File: config.mk
export PLATFORM = sky130hd
export DESIGN_NAME = ex_stage
export DESIGN_NICKNAME = d
export VERILOG_FILES = /design/src/rtl/ex_stage_pkg.sv /design/src/rtl/ex_alu.sv /design/src/rtl/ex_stage.sv
export SDC_FILE = /design/constraint.sdc
export NUM_CORES = 2
export LEC_CHECK = 0
export ABC_AREA = 1
export CORE_MARGIN = 5
export CORE_UTILIZATION = 45
export CTS_CLUSTER_DIAMETER = 200
export DETAILED_ROUTE_END_ITERATION = 12
export PLACE_DENSITY = 0.63
export SYNTH_ARGS = -nofsm -noshare
export SYNTH_HDL_FRONTEND = slang
export SYNTH_HIERARCHICAL = 1
export SYNTH_SLANG_ARGS = --single-unit
File: constraint.sdc
create_clock -name clk -period 3.9 [get_ports clk]
set_input_delay 0.78 -clock clk [delete_from_list [all_inputs] [get_ports clk]]
set_output_delay 0.78 -clock clk [all_outputs]
set_load 0.01 [all_outputs]
File: src/rtl/ex_stage_pkg.sv
// ex_stage_pkg
// Shared definitions for the execute stage:
//   - datapath, PC, register-index and flag widths
//   - 5-bit ALU opcode encodings
//   - bit positions inside the condition-flag register
//   - the EX/MEM pipeline register layout
package ex_stage_pkg;

  localparam int DATA_W = 32;
  localparam int PC_W   = 8;
  localparam int REG_W  = 5;
  localparam int FLAG_W = 5;
  localparam int OP_W   = 5;

  // ALU opcodes
  localparam logic [OP_W-1:0] OP_LW_1 = 5'b00000;
  localparam logic [OP_W-1:0] OP_LW_2 = 5'b00001;
  localparam logic [OP_W-1:0] OP_LW_3 = 5'b00010;
  localparam logic [OP_W-1:0] OP_SW_1 = 5'b00011;
  localparam logic [OP_W-1:0] OP_SW_2 = 5'b00100;
  localparam logic [OP_W-1:0] OP_MOV  = 5'b00101;
  localparam logic [OP_W-1:0] OP_ADD  = 5'b00110;
  localparam logic [OP_W-1:0] OP_SUB  = 5'b00111;
  localparam logic [OP_W-1:0] OP_MUL  = 5'b01000;
  localparam logic [OP_W-1:0] OP_DIV  = 5'b01001;
  localparam logic [OP_W-1:0] OP_AND  = 5'b01010;
  localparam logic [OP_W-1:0] OP_OR   = 5'b01011;
  localparam logic [OP_W-1:0] OP_SHL  = 5'b01100;
  localparam logic [OP_W-1:0] OP_SHR  = 5'b01101;
  localparam logic [OP_W-1:0] OP_CMP  = 5'b01110;
  localparam logic [OP_W-1:0] OP_NOT  = 5'b01111;
  localparam logic [OP_W-1:0] OP_JR   = 5'b10000;
  localparam logic [OP_W-1:0] OP_JPC  = 5'b10001;
  localparam logic [OP_W-1:0] OP_BRFL = 5'b10010;
  localparam logic [OP_W-1:0] OP_CALL = 5'b10011;
  localparam logic [OP_W-1:0] OP_RET  = 5'b10100;
  localparam logic [OP_W-1:0] OP_NOP  = 5'b10101;

  // Condition-flag bit positions
  localparam int FLAG_EQ     = 0;  // A == B
  localparam int FLAG_GT     = 1;  // A >  B, signed
  localparam int FLAG_LT     = 2;  // A <  B, signed
  localparam int FLAG_BORROW = 3;  // A <  B, unsigned
  localparam int FLAG_OVF    = 4;  // signed overflow of A - B

  // EX/MEM pipeline register contents
  typedef struct packed {
    logic              memtoreg;
    logic              memwrite;
    logic              memread;
    logic              regwrite;
    logic              branch;
    logic [PC_W-1:0]   target;
    logic [DATA_W-1:0] alu_result;
    logic [DATA_W-1:0] write_data;
    logic [REG_W-1:0]  write_reg;
  } ex_mem_t;

endpackage

File: src/rtl/ex_alu.sv
// ex_alu
// Purely combinational ALU and branch unit of the execute stage.
// Ports:
//   a_i          operand A (ReadData1)
//   b_i          operand B (already muxed between ReadData2 and SignExtImm)
//   op_i         5-bit opcode
//   pc_i         PC of the instruction
//   mask_i       low byte of ReadData2: flag mask for BRFL, return target for RET
//   flags_i      registered condition flags
//   result_o     ALU result / memory address
//   target_o     branch/jump target (0 for non-branch ops)
//   taken_cond_o branch condition, before gating with the Branch control
//   new_flags_o  flags computed from A - B
//   flag_we_o    high on CMP, requests a flag-register update
module ex_alu
  import ex_stage_pkg::*;
(
  input  logic [DATA_W-1:0] a_i,
  input  logic [DATA_W-1:0] b_i,
  input  logic [OP_W-1:0]   op_i,
  input  logic [PC_W-1:0]   pc_i,
  input  logic [PC_W-1:0]   mask_i,
  input  logic [FLAG_W-1:0] flags_i,
  output logic [DATA_W-1:0] result_o,
  output logic [PC_W-1:0]   target_o,
  output logic              taken_cond_o,
  output logic [FLAG_W-1:0] new_flags_o,
  output logic              flag_we_o
);

  logic [DATA_W-1:0] diff;
  logic [PC_W-1:0]   pc_plus1;

  assign diff     = a_i - b_i;
  assign pc_plus1 = pc_i + PC_W'(1);

  always_comb begin
    new_flags_o              = '0;
    new_flags_o[FLAG_EQ]     = (a_i == b_i);
    new_flags_o[FLAG_GT]     = ($signed(a_i) > $signed(b_i));
    new_flags_o[FLAG_LT]     = ($signed(a_i) < $signed(b_i));
    new_flags_o[FLAG_BORROW] = (a_i < b_i);
    // Overflow when the operands differ in sign and the result's sign
    // differs from A.
    new_flags_o[FLAG_OVF]    = (a_i[DATA_W-1] ^ b_i[DATA_W-1]) &
                               (diff[DATA_W-1] ^ a_i[DATA_W-1]);
  end

  always_comb begin
    // NOTE: every output gets a default before the case so no path through
    // the block leaves a value unassigned, which would infer a latch.
    result_o     = '0;
    target_o     = '0;
    taken_cond_o = 1'b0;
    flag_we_o    = 1'b0;
    case (op_i)
      OP_LW_1:                   result_o = a_i + b_i;
      OP_LW_2, OP_LW_3, OP_SW_1: result_o = b_i;
      OP_SW_2, OP_MOV:           result_o = a_i;
      OP_ADD:                    result_o = a_i + b_i;
      OP_SUB:                    result_o = diff;
      OP_MUL:                    result_o = a_i * b_i;
      OP_DIV:                    result_o = (b_i == '0) ? '0 : a_i / b_i;
      OP_AND:                    result_o = a_i & b_i;
      OP_OR:                     result_o = a_i | b_i;
      OP_SHL:                    result_o = a_i << b_i[4:0];
      OP_SHR:                    result_o = a_i >> b_i[4:0];
      OP_CMP: begin
        result_o  = diff;
        flag_we_o = 1'b1;
      end
      OP_NOT:                    result_o = ~a_i;
      OP_JR: begin
        target_o     = a_i[PC_W-1:0];
        taken_cond_o = 1'b1;
      end
      OP_JPC: begin
        target_o     = pc_i + b_i[PC_W-1:0];
        taken_cond_o = 1'b1;
      end
      OP_BRFL: begin
        target_o     = a_i[PC_W-1:0];
        taken_cond_o = |(flags_i & mask_i[FLAG_W-1:0]);
      end
      OP_CALL: begin
        target_o     = a_i[PC_W-1:0];
        result_o     = DATA_W'(pc_plus1);
        taken_cond_o = 1'b1;
      end
      OP_RET: begin
        target_o     = mask_i;
        taken_cond_o = 1'b1;
      end
      default: ;  // NOP and undefined codes keep the all-zero defaults
    endcase
  end

endmodule

File: src/rtl/ex_stage.sv
// ex_stage
// Execute stage between the ID/EX and EX/MEM pipeline registers.
// Selects operand B, runs the ALU/branch unit, keeps the CMP condition
// flags and registers every result plus pass-through control into EX/MEM.
// Ports:
//   clk, rst                 clock (rising edge), async active-high reset
//   ID_EX_*                  decoded instruction fields and controls
//   EX_MEM_*Out / RegWrite   registered copies of the ID/EX controls
//   EX_MEM_Branch            branch taken
//   EX_MEM_BranchTarget      target PC
//   EX_MEM_ALUResult         ALU result / memory address
//   EX_MEM_WriteData         store data (ReadData2)
//   EX_MEM_WriteReg          destination register
module ex_stage
  import ex_stage_pkg::*;
(
  input  logic              clk,
  input  logic              rst,
  input  logic              ID_EX_ALUSrc,
  input  logic              ID_EX_RegWrite,
  input  logic              ID_EX_MemtoReg,
  input  logic              ID_EX_MemWrite,
  input  logic              ID_EX_MemRead,
  input  logic              ID_EX_Branch,
  input  logic [OP_W-1:0]   ID_EX_ALUOp,
  input  logic [PC_W-1:0]   ID_EX_PC,
  input  logic [REG_W-1:0]  ID_EX_Rd,
  input  logic [DATA_W-1:0] ID_EX_ReadData1,
  input  logic [DATA_W-1:0] ID_EX_ReadData2,
  input  logic [DATA_W-1:0] ID_EX_SignExtImm,
  output logic              EX_MEM_MemtoRegOut,
  output logic              EX_MEM_MemWriteOut,
  output logic              EX_MEM_MemReadOut,
  output logic              EX_MEM_RegWrite,
  output logic              EX_MEM_Branch,
  output logic [PC_W-1:0]   EX_MEM_BranchTarget,
  output logic [DATA_W-1:0] EX_MEM_ALUResult,
  output logic [DATA_W-1:0] EX_MEM_WriteData,
  output logic [REG_W-1:0]  EX_MEM_WriteReg
);

  logic [DATA_W-1:0] operand_b;
  logic [DATA_W-1:0] alu_result;
  logic [PC_W-1:0]   alu_target;
  logic              taken_cond;
  logic [FLAG_W-1:0] new_flags;
  logic              flag_we;

  logic [FLAG_W-1:0] flags_d, flags_q;
  ex_mem_t           ex_mem_d, ex_mem_q;

  assign operand_b = ID_EX_ALUSrc ? ID_EX_SignExtImm : ID_EX_ReadData2;

  ex_alu u_alu (
    .a_i          (ID_EX_ReadData1),
    .b_i          (operand_b),
    .op_i         (ID_EX_ALUOp),
    .pc_i         (ID_EX_PC),
    .mask_i       (ID_EX_ReadData2[PC_W-1:0]),
    .flags_i      (flags_q),
    .result_o     (alu_result),
    .target_o     (alu_target),
    .taken_cond_o (taken_cond),
    .new_flags_o  (new_flags),
    .flag_we_o    (flag_we)
  );

  always_comb begin
    // BRFL sees flags_q, so a CMP only becomes visible one cycle later.
    flags_d             = flag_we ? new_flags : flags_q;

    ex_mem_d            = '0;
    ex_mem_d.memtoreg   = ID_EX_MemtoReg;
    ex_mem_d.memwrite   = ID_EX_MemWrite;
    ex_mem_d.memread    = ID_EX_MemRead;
    ex_mem_d.regwrite   = ID_EX_RegWrite;
    ex_mem_d.branch     = ID_EX_Branch & taken_cond;
    ex_mem_d.target     = alu_target;
    ex_mem_d.alu_result = alu_result;
    ex_mem_d.write_data = ID_EX_ReadData2;
    ex_mem_d.write_reg  = ID_EX_Rd;
  end

  // NOTE: state is updated with non-blocking assignments so every flop
  // samples the values from before the edge, independent of block order.
  always_ff @(posedge clk or posedge rst) begin
    if (rst) begin
      flags_q  <= '0;
      ex_mem_q <= '0;
    end else begin
      flags_q  <= flags_d;
      ex_mem_q <= ex_mem_d;
    end
  end

  assign EX_MEM_MemtoRegOut  = ex_mem_q.memtoreg;
  assign EX_MEM_MemWriteOut  = ex_mem_q.memwrite;
  assign EX_MEM_MemReadOut   = ex_mem_q.memread;
  assign EX_MEM_RegWrite     = ex_mem_q.regwrite;
  assign EX_MEM_Branch       = ex_mem_q.branch;
  assign EX_MEM_BranchTarget = ex_mem_q.target;
  assign EX_MEM_ALUResult    = ex_mem_q.alu_result;
  assign EX_MEM_WriteData    = ex_mem_q.write_data;
  assign EX_MEM_WriteReg     = ex_mem_q.write_reg;

endmodule

Figure 1. Gate families picked out.
(1.5 px per um)
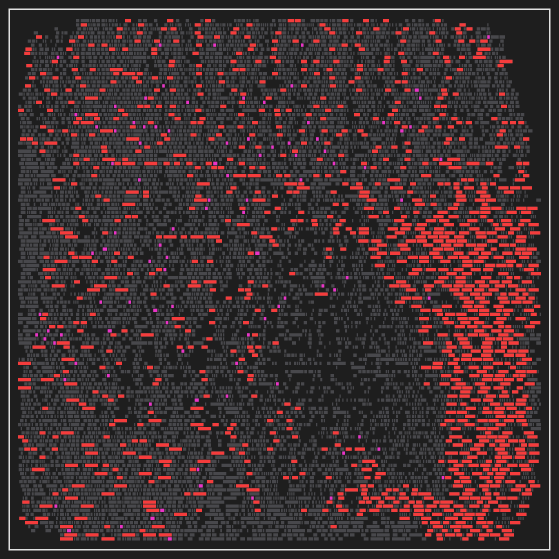
fa/ha/maj cells -> red  # cells 1170, most used ha_1, where spread over the die
and/or cells -> magenta  # cells 99, most used or2_2

Figure 2. Cell placement.
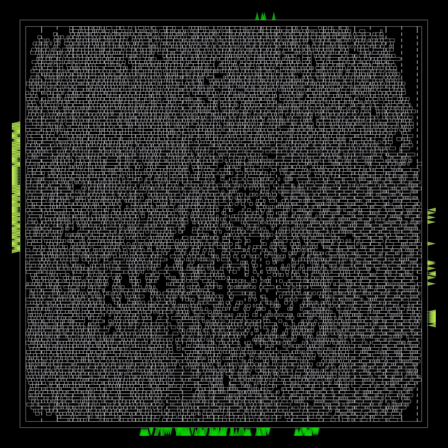
# fillers: 9834
Final Util: 0.709

==> results.json <==
{
  "layout_top_cell": "buf_4",
  "buf_share": 0.288,
  "use_met3": 0.0705,
  "violations": "negative setup slack",
  "outcome": "complete, but fails checks",
  "ys.flops": 87,
  "post-place-cells": 12500,
  "topCellsByArea": "ha_1 (17%), nand2_1 (16%), fa_1 (15%), inv_1 (10%), a21oi_1 (5.1%)",
  "avgSynthCellArea_um2": 6.45,
  "simple_gate_share": 0.259,
  "rrSetupSlack_ns": 2.54,
  "cts_sinks": 87,
  "worstHoldPathType": "register to register",
  "die_area_um2": 129000,
  "vias": 70100,
  "area_delta_synth_final_pct": 56.9,
  "r2r_end": "EX_MEM_Branch$_DFF_PP0_",
  "setup_viol": 36,
  "seq_share": 0.0253,
  "multi_input_comb_cells": 6546,
  "path_clk_slew_ns": 0.10,
  "synth_nets": 9804,
  "p_seq_mw": 1.17,
  "numCtsBuffers": 9,
  "mux_share": 0.00492,
  "p_clk_mw": 1.12,
  "switching_power_mw": 30.0,
  "setup_ws_ns": -67.01,
  "ys_seq_share": 0.0396,
  "place_hpwl_mm": 205,
  "critical-path-max-stage-delay_ns": 0.38
}
Figure 3. Pin map.
(1.5 px per um) Pins as bars across the die edge, other pins in gray.
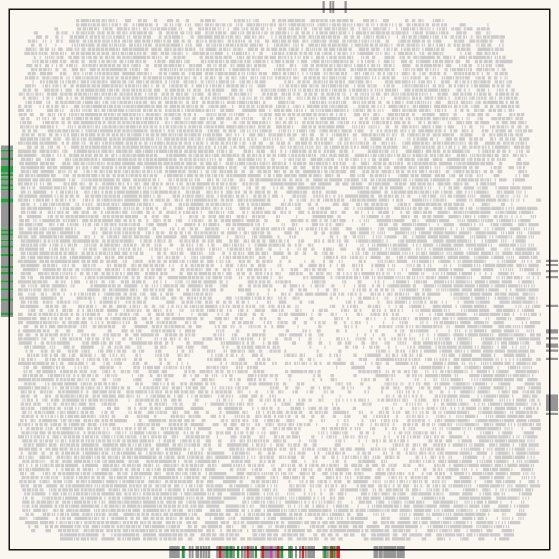
`EX_MEM_WriteData` -> green  # pins 32, direction output, edge 22 west, 10 south
`EX_MEM_Branch` -> magenta  # pins 1, direction output, edge south
`EX_MEM_BranchTarget` -> red  # pins 8, direction output, edge south
all pins by edge = 95 south, 84 west, 21 east, 4 north

